--- src/rtl/vga_pkg.sv ---
// Shared constants and types for the VGA frame-buffer read path.
// Geometry, buffer bases and the fetch FSM state encoding live here.
package vga_pkg;

  localparam int PIXEL_W     = 18;
  localparam int WORD_W      = 2 * PIXEL_W;
  localparam int H_ACTIVE    = 640;
  localparam int V_ACTIVE    = 480;
  localparam int FRAME_WORDS = H_ACTIVE * V_ACTIVE / 2;
  localparam int BUF_A_BASE  = 0;
  localparam int BUF_B_BASE  = FRAME_WORDS;

  typedef enum logic [1:0] {
    ST_IDLE  = 2'd0,
    ST_FETCH = 2'd1,
    ST_DONE  = 2'd2
  } fetch_state_t;

endpackage

--- src/rtl/vga_fetch_fifo2.sv ---
// Two-entry synchronous FIFO with flush; head is presented combinationally.
// A push into a full FIFO is accepted only when a pop frees a slot in the same cycle.
module fifo2
  import vga_pkg::*;
(
  input  logic              clock,
  input  logic              reset,
  input  logic              flush,
  input  logic              push,
  input  logic [WORD_W-1:0] push_data,
  input  logic              pop,
  output logic [WORD_W-1:0] head,
  output logic [1:0]        count
);

  logic [WORD_W-1:0] slot_reg [2];
  logic              rd_ptr_reg;
  logic              wr_ptr_reg;
  logic [1:0]        count_reg;
  logic              do_push;
  logic              do_pop;

  assign do_pop  = pop && (count_reg != 2'd0);
  assign do_push = push && ((count_reg != 2'd2) || do_pop);

  genvar gi;
  generate
    for (gi = 0; gi < 2; gi++) begin : g_slot
      always_ff @(posedge clock) begin
        if (reset) begin
          slot_reg[gi] <= '0;
        end else if (!flush && do_push && (wr_ptr_reg == gi[0])) begin
          slot_reg[gi] <= push_data;
        end
      end
    end
  endgenerate

  always_ff @(posedge clock) begin
    if (reset || flush) begin
      rd_ptr_reg <= 1'b0;
      wr_ptr_reg <= 1'b0;
      count_reg  <= 2'd0;
    end else begin
      if (do_push) wr_ptr_reg <= ~wr_ptr_reg;
      if (do_pop)  rd_ptr_reg <= ~rd_ptr_reg;
      count_reg <= count_reg + {1'b0, do_push} - {1'b0, do_pop};
    end
  end

  assign head  = slot_reg[rd_ptr_reg];
  assign count = count_reg;

endmodule

--- src/rtl/vga_fetch.sv ---
// Frame-buffer fetch: requests words through the arbiter, tags each grant with an epoch,
// drops returns from a previous frame and presents surviving words to vga_write.
module vga_fetch
  import vga_pkg::*;
#(
  parameter int ADDR_W          = 19,
  parameter int WORDS_PER_FRAME = FRAME_WORDS,
  parameter int BASE_A          = BUF_A_BASE,
  parameter int BASE_B          = BUF_B_BASE,
  parameter int READ_LATENCY    = 2
) (
  input  logic              clock,
  input  logic              reset,
  input  logic              frame_flag,
  input  logic              display_sel,
  input  logic              vga_flag,
  output logic [WORD_W-1:0] vga_pixel,
  output logic              done_vga,
  output logic              mem_req,
  output logic [ADDR_W-1:0] mem_addr,
  input  logic              mem_grant,
  input  logic [WORD_W-1:0] mem_data,
  output logic              underflow
);

  localparam int OFF_W = $clog2(WORDS_PER_FRAME + 1);

  fetch_state_t            state_reg;
  fetch_state_t            state_next;
  logic [OFF_W-1:0]        offset_reg;
  logic [ADDR_W-1:0]       base_reg;
  logic                    epoch_reg;
  logic [1:0]              inflight_reg;
  logic                    underflow_reg;
  logic [READ_LATENCY-1:0] pipe_valid_reg;
  logic [READ_LATENCY-1:0] pipe_epoch_reg;

  logic [1:0]        fifo_count;
  logic [WORD_W-1:0] fifo_head;
  logic              grant_ok;
  logic              last_grant;
  logic              ret_valid;
  logic              fifo_push;
  logic              fifo_pop;

  always_ff @(posedge clock) begin
    if (reset) state_reg <= ST_IDLE;
    else       state_reg <= state_next;
  end

  always_comb begin
    state_next = state_reg;
    if (frame_flag)                             state_next = ST_FETCH;
    else if (state_reg == ST_FETCH && last_grant) state_next = ST_DONE;
  end

  // Requests are throttled so buffered plus outstanding words never exceed the FIFO depth.
  always_comb begin
    mem_req  = (state_reg == ST_FETCH) && (({1'b0, fifo_count} + {1'b0, inflight_reg}) < 3'd2);
    grant_ok = mem_req && mem_grant;
  end

  assign last_grant = grant_ok && (offset_reg == OFF_W'(WORDS_PER_FRAME - 1));
  assign mem_addr   = base_reg + ADDR_W'(offset_reg);

  always_ff @(posedge clock) begin
    if (reset) begin
      base_reg      <= '0;
      offset_reg    <= '0;
      epoch_reg     <= 1'b0;
      inflight_reg  <= 2'd0;
      underflow_reg <= 1'b0;
    end else begin
      inflight_reg <= inflight_reg + {1'b0, grant_ok} - {1'b0, ret_valid};
      if (frame_flag) begin
        base_reg      <= display_sel ? ADDR_W'(BASE_B) : ADDR_W'(BASE_A);
        offset_reg    <= '0;
        epoch_reg     <= ~epoch_reg;
        underflow_reg <= 1'b0;
      end else begin
        if (grant_ok)              offset_reg    <= offset_reg + 1'b1;
        if (vga_flag && !done_vga) underflow_reg <= 1'b1;
      end
    end
  end

  // A grant in the frame_flag cycle still carries the old epoch, so its data is discarded.
  genvar gi;
  generate
    for (gi = 0; gi < READ_LATENCY; gi++) begin : g_pipe
      if (gi == 0) begin : g_first
        always_ff @(posedge clock) begin
          if (reset) begin
            pipe_valid_reg[0] <= 1'b0;
            pipe_epoch_reg[0] <= 1'b0;
          end else begin
            pipe_valid_reg[0] <= grant_ok;
            pipe_epoch_reg[0] <= epoch_reg;
          end
        end
      end else begin : g_rest
        always_ff @(posedge clock) begin
          if (reset) begin
            pipe_valid_reg[gi] <= 1'b0;
            pipe_epoch_reg[gi] <= 1'b0;
          end else begin
            pipe_valid_reg[gi] <= pipe_valid_reg[gi-1];
            pipe_epoch_reg[gi] <= pipe_epoch_reg[gi-1];
          end
        end
      end
    end
  endgenerate

  assign ret_valid = pipe_valid_reg[READ_LATENCY-1];
  assign fifo_push = ret_valid && (pipe_epoch_reg[READ_LATENCY-1] == epoch_reg) && !frame_flag;
  assign fifo_pop  = vga_flag && done_vga && !frame_flag;

  fifo2 u_fifo (
    .clock     (clock),
    .reset     (reset),
    .flush     (frame_flag),
    .push      (fifo_push),
    .push_data (mem_data),
    .pop       (fifo_pop),
    .head      (fifo_head),
    .count     (fifo_count)
  );

  assign done_vga  = (fifo_count != 2'd0);
  assign vga_pixel = fifo_head;
  assign underflow = underflow_reg;

endmodule

--- config.mk ---
export PLATFORM = sky130hd
export DESIGN_NAME = vga_fetch
export DESIGN_NICKNAME = d
export VERILOG_FILES = /design/src/rtl/vga_pkg.sv /design/src/rtl/vga_fetch_fifo2.sv /design/src/rtl/vga_fetch.sv
export SDC_FILE = /design/constraint.sdc
export NUM_CORES = 1
export LEC_CHECK = 0
export CAP_MARGIN = 20
export CELL_PAD_IN_SITES_DETAIL_PLACEMENT = 0
export CELL_PAD_IN_SITES_GLOBAL_PLACEMENT = 2
export CORE_MARGIN = 4
export CORE_UTILIZATION = 35
export CTS_BUF_LIST = sky130_fd_sc_hd__clkbuf_8
export DETAILED_ROUTE_END_ITERATION = 12
export PLACE_DENSITY_LB_ADDON = 0.1
export RECOVER_POWER = 25
export SYNTH_ARGS = -nofsm -noshare
export SYNTH_HDL_FRONTEND = slang
export SYNTH_HIERARCHICAL = 1
export SYNTH_SLANG_ARGS = --single-unit
--- constraint.sdc ---
create_clock -name clock -period 3.95 [get_ports clock]
set_clock_uncertainty 0.2 [all_clocks]
set_input_delay 0.9875 -clock clock [delete_from_list [all_inputs] [get_ports clock]]
set_output_delay 0.9875 -clock clock [all_outputs]
set_load 0.01 [all_outputs]
==> metrics.csv, run 1 <==
stage;metric;value;unit
floorplanning;coreArea;13930;um2
layout;layout.nets;537;
logic_synthesis;ys_types;43;
floorplanning;die_area;16220;um2
critical_path;critical_path_required;2.76;ns
layout;largest_reg_flops;72;
layout;layout_top_cell;clkdlybuf4s50_1;
flow_run;cap_violations;0;
logic_synthesis;ys_sh_xor;0.03162;
power_and_ir_drop;p_switching;453.9;uW
global_route;grt_pass1_wl;17.37;mm
power_and_ir_drop;p_per_area;338.9;nW/um2
power_and_ir_drop;p_sw_frac;0.2155;
status;outcome;finished, final reports clean;
clock_tree;holdBufCountCts;0;
route;drt_iter0_markers;135;
min_path;worstHoldPathCells;1;
logic_synthesis;yosysTopAreaCellShare;0.4336;
flow_run;warning_count;26;
critical_path;crit_buf_inv;1;
power_and_ir_drop;ir_drop;0.2141;mV
timing;finalSetupTns;0;ns
critical_path;cp_num_cells;6;
power_and_ir_drop;internal_power;1652;uW
critical_path;arrival;2.47;ns
power_and_ir_drop;p_seq_frac;0.581;
floorplanning;fp_util;0.3578;
route;dr.pass1.iters;4;
placed_design;gp_congestion;0.7411;
clock_tree;ctsHtreeMaxLevel;3;
-- run 1: power by group through the flow --
stage / Combinational (uW) / Sequential (uW) / Clock, uW
finish: 167 / 1220 / 716
global route: 182 / 1230 / 782
CTS: 176 / 1220 / 741
detailed placement: 175 / 1250 / 0
global placement: 175 / 1250 / 0
floorplan: 70.3 / 1250 / 0
-- run 1: metrics by stage --
stage	util	hold WS, ns	instances	worst slack [ns]
floorplan	-	0.2138	403	0.7984
global placement	0.4335	0.2200	653	0.6729
detailed placement	0.4335	0.2287	653	0.6658
CTS	0.4485	0.2539	669	0.2397
global route	0.4459	0.2842	669	0.1215
finish	0.4461	0.2476	670	0.2900
-- run 1: synth_stat cells --
cell type	instances
nor4b_4	1
and3_1	72
a21oi_1	14
fa_1	2
ha_1	9
a21boi_0	1
nand4_1	6
nand4_2	1
mux2i_1	1
and4bb_2	1
inv_1	7
or3_1	3
and3b_1	1
a21o_1	2
nor3_1	3
a31oi_1	1
o21ai_0	3
a41o_1	1
nor2_1	15
or3b_1	1
o21a_1	3
or2_2	1
buf_2	4
dfxtp_1	34
nor3b_1	1
and3_2	7
mux2_2	36
o31ai_1	8
clkbuf_1	17
xnor2_1	8
o21bai_1	1
nand3_2	1
and2_1	4
xor2_1	10
edfxtp_1	72
nor2b_1	5
or4_1	8
buf_6	7
and4_1	2
buf_4	11
nand3_1	5
o211ai_1	1
nand2_1	12
-- run 1: cells by family after synthesis --
group,count (synthesis)
buf+inv,46
fa+ha+maj,11
simple gates,150
flops,106
compound gates,35
xor+xnor,18
mux,37
-- run 1: worst reg2reg max path: stages, from the launching register on --
cell and delay [ns]:
dfxtp_1 0.41, and2_1 0.16, fa_1 0.42, nor4b_1 0.44
clkbuf_1 0.36, nand2_1 0.20, ha_1 0.32, inv_1 0.05
ha_1 0.14, xor2_1 0.18, xnor2_1 0.13, nor2_1 0.05
-- run 1: how the worst min path moves through the flow --
stage          slack [ns]                end              start
5_1_grt              0.28          ret_valid  pipe_valid_reg[0]
6_report             0.25          ret_valid  pipe_valid_reg[0]
2_1_floorplan        0.21  pipe_epoch_reg[1]  pipe_epoch_reg[0]
3_3_place_gp         0.22  pipe_epoch_reg[1]  pipe_epoch_reg[0]
4_1_cts              0.25          ret_valid  pipe_valid_reg[0]
3_5_place_dp         0.23          ret_valid  pipe_valid_reg[0]
-- run 1: per-layer routing --
metal,part of all wire,GRT usage,vias to the layer above
li1,-,-,1637
met1,0.43,0.1678,1590
met2,0.51,0.2344,60
met3,0.043,0.02968,13
met4,0.016,0.05110,0
met5,0,0,-
-- run 1: layout make-up --
cell class | count | area, um2 | share of cell area
inverters | 7 | 26.28 | 0.004227
flip-flops and latches | 106 | 2844 | 0.4575
diodes | 1 | 2.502 | 0.0004026
repair buffers | 109 | 1050 | 0.1689
clock inverters | 7 | 85.08 | 0.01369
multi-input cells | 251 | 1859 | 0.2991
well taps | 180 | 225.2 | 0.03623
clock buffers | 9 | 123.9 | 0.01993
Fig. 1: run 1, pin placement
Pins as bars across the die edge, other pins in grey.
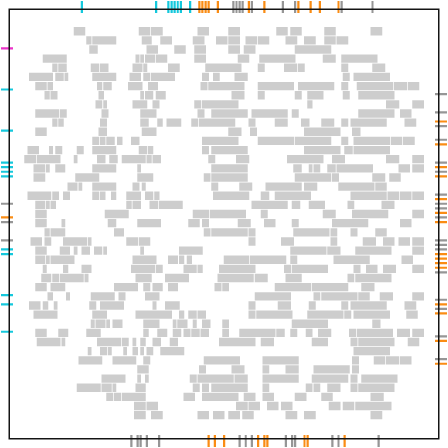
- orange: mem_data (pins 36; direction input; edge 15 right, 11 top, 9 bottom, 1 left)
- cyan: mem_addr (pins 19; direction output; edge 11 left, 8 top)
- magenta: clock (pins 1; direction input; edge left)
- all pins by edge: 33 right, 28 top, 23 bottom, 16 left
Die Width: 127.4 um
IO buf count: 99

Fig. 2: run 1, routed metal, one colour a layer
Two of the layers only.
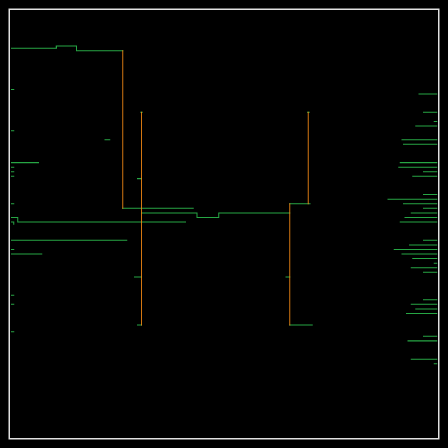
- orange: met4 (wire length 173 um)
- green: met3 (wire length 466 um)
Vias: 3300
global-route usage over all layers: 0.1363
post-DR wirelength/cell: 16.31 um

Fig. 3: run 1, routed clock nets over the placement
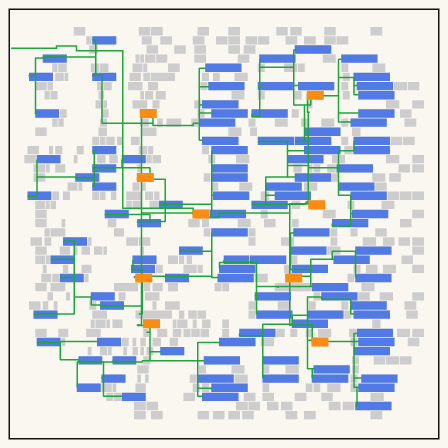
- orange: cells driving clock nets (count 9)
- green: clock wires (length 1330 um)
- blue: flip-flops (count 106)
- flops lie: widely spread

Fig. 4: run 1, cells coloured by class
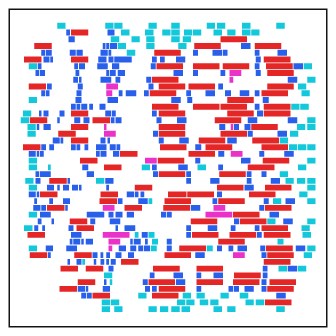

==> inputs of run 2 (changes only) <==
- SYNTH_HIERARCHICAL: 1 -> not set
Fig. 5: run 2, cells coloured by class
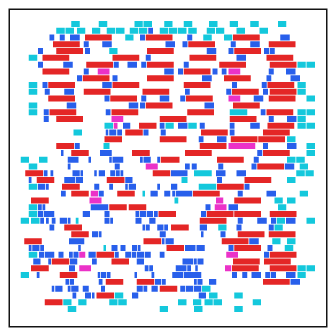
- magenta: clock drivers and dummy loads (cells 15; share of their area 3.2%)
- red: flip-flops (cells 106; share of their area 48%)
- blue: all other logic (cells 255; share of their area 31%)
- cyan: other buffers and delay cells (cells 108; share of their area 18%)

==> run 2 against run 1 <==
Compared with the run above: synthesized area fell by 1.2%; via count is 5.8% lower; worst setup slack better by 0.0088 ns; fmax is 0.24% higher; synthesized cell count decreased by 2.5%; routed wire length decreased by 7.3%; largest cell class unchanged; non-clock buffer count shrank 1; hold slack better by 0.00073 ns; highest routed layer unchanged.
==> metrics.csv, run 2 <==
stage;metric;value;unit;change
status;outcome;finished, final reports clean;;
logic_synthesis;synth-edff-count;72;;unchanged
floorplanning;fp.dieW;126.6;um;-0.58%
logic_synthesis;top_cells_by_count;and2_1, edfxtp_1, mux2_2, dfxtp_1, nor2_1;;
global_route;grtUsageTotal;0.1295;;-0.006799
layout;area_delta_synth_final;26.14;%;
timing;hold_ws;0.2484;ns;+0.0007270 ns
route;drt_iter0_markers;158;;+17%
layout;largest_reg_flops;72;;unchanged
flow_run;cap_violations;0;;unchanged
logic_synthesis;ys_types;48;;+12%
placed_design;portBuffers;99;;unchanged
critical_path;arrival;2.46;ns;about the same
logic_synthesis;ys_seq_frac;0.5772;;
clock_tree;holdBufCountCts;0;;unchanged
power_and_ir_drop;p_per_area;333.5;nW/um2;-1.6%
logic_synthesis;ys_sh_xor;0.03557;;+0.003951
layout;antenna_cells;0;;-1
route;dr.pass1.iters;4;;unchanged
floorplanning;die_area;16030;um2;-1.2%
global_route;grt_pass1_wl;16.27;mm;-6.3%
flow_run;warning_count;26;;unchanged
layout;layout_top_cell;clkdlybuf4s50_1;;
power_and_ir_drop;ir_drop;0.1541;mV;-28%
floorplanning;coreArea;13830;um2;-0.77%
critical_path;critical_path_required;2.76;ns;about the same
route;vias;3109;;-5.8%
placed_design;gp_congestion;0.7158;;-3.4%
layout;layout.nets;532;;-0.93%
logic_synthesis;yosysTopAreaCellShare;0.4390;;+0.005398
logic_synthesis;top_cell;and2_1;;
timing;finalSetupTns;0;ns;unchanged
clock_tree;ctsHtreeMaxLevel;3;;unchanged
floorplanning;fp_util;0.3562;;-0.001649
clock_tree;clk_path_buf_depth;2;;
logic_synthesis;ff_type;edfxtp_1;;
run 2: cell count changes in the layout (fill, tap and decap cells not counted), sizes merged, moves of 2 or more:
| cell | change |
|---|---|
| a21oi | -2 |
| and2 | +71 |
| and3 | -77 |
| nand2b | +2 |
| nand3 | +3 |
| nand4 | -2 |
| nor2 | +5 |
| nor3b | +2 |
| nor4 | +2 |
| o21a | -2 |
| o31ai | -2 |
| xor2 | +3 |
run 2: per-layer routing:
metal  routed length, um  global-route usage  up-vias
li1                    -                   -     1546
met1                4856              0.1724     1482
met2                4656              0.2030       66
met3                 435             0.02989       15
met4                 188             0.05552        0
met5                   0                   0        -
run 2: layout make-up:
cell class                      instances  area (um2)  share of cell area
Sequential cell                       106        2844              0.4578
Multi-Input combinational cell        249        1847              0.2973
Timing Repair Buffer                  108        1082              0.1742
Tap cell                              180       225.2             0.03625
Clock buffer                            9       123.9             0.01994
Clock inverter                          6       67.56             0.01088
Inverter                                6       22.52            0.003625
run 2: cell families after synthesis:
family,Yosys count
AND-OR/OR-AND,29
XOR/XNOR,20
adder cells (fa/ha/maj),10
buffers and inverters,38
flip-flops,106
multiplexers,37
AND/OR/NAND/NOR,153
run 2: through the flow:
step	utilization	instance area [um2]	worst slack (ns)	instances	total power, uW
floorplan	-	4925	0.9747	393	1327
global placement	0.4394	6076	0.7378	649	1437
detailed placement	0.4394	6076	0.7021	649	1439
CTS	0.4533	6267	0.2552	664	2109
global route	0.4493	6212	0.1226	664	2163
finish	0.4493	6212	0.2988	664	2072
run 2: worst paths after layout:
check | startpoint | endpoint | depth (start not counted)
max | offset_reg[11] | mem_addr[17] | 6
min | pipe_valid_reg[0] | ret_valid | 1
max reg2reg | u_fifo.count[0] | offset_reg[17] | 7
min reg2reg | pipe_valid_reg[0] | ret_valid | 1
run 2: where the power goes:
| part | internal (uW) | leakage, uW | total, uW | switching (uW) |
|---|---|---|---|---|
| combinational | 97.7 | 0.00120 | 174 | 76.4 |
| sequential | 1220 | 0.00102 | 1230 | 11.7 |
| clock | 292 | 0.0000917 | 671 | 378 |
run 2: critical path, cell delays in order (launching register included):
cell             delay (ns)
dfxtp_1                0.40
ha_1                   0.26
fa_1                   0.40
a31oi_1                0.27
nor2_1                 0.08
xor2_1                 0.12
clkdlybuf4s50_1        0.55
Power and IR drop assume default switching activity.
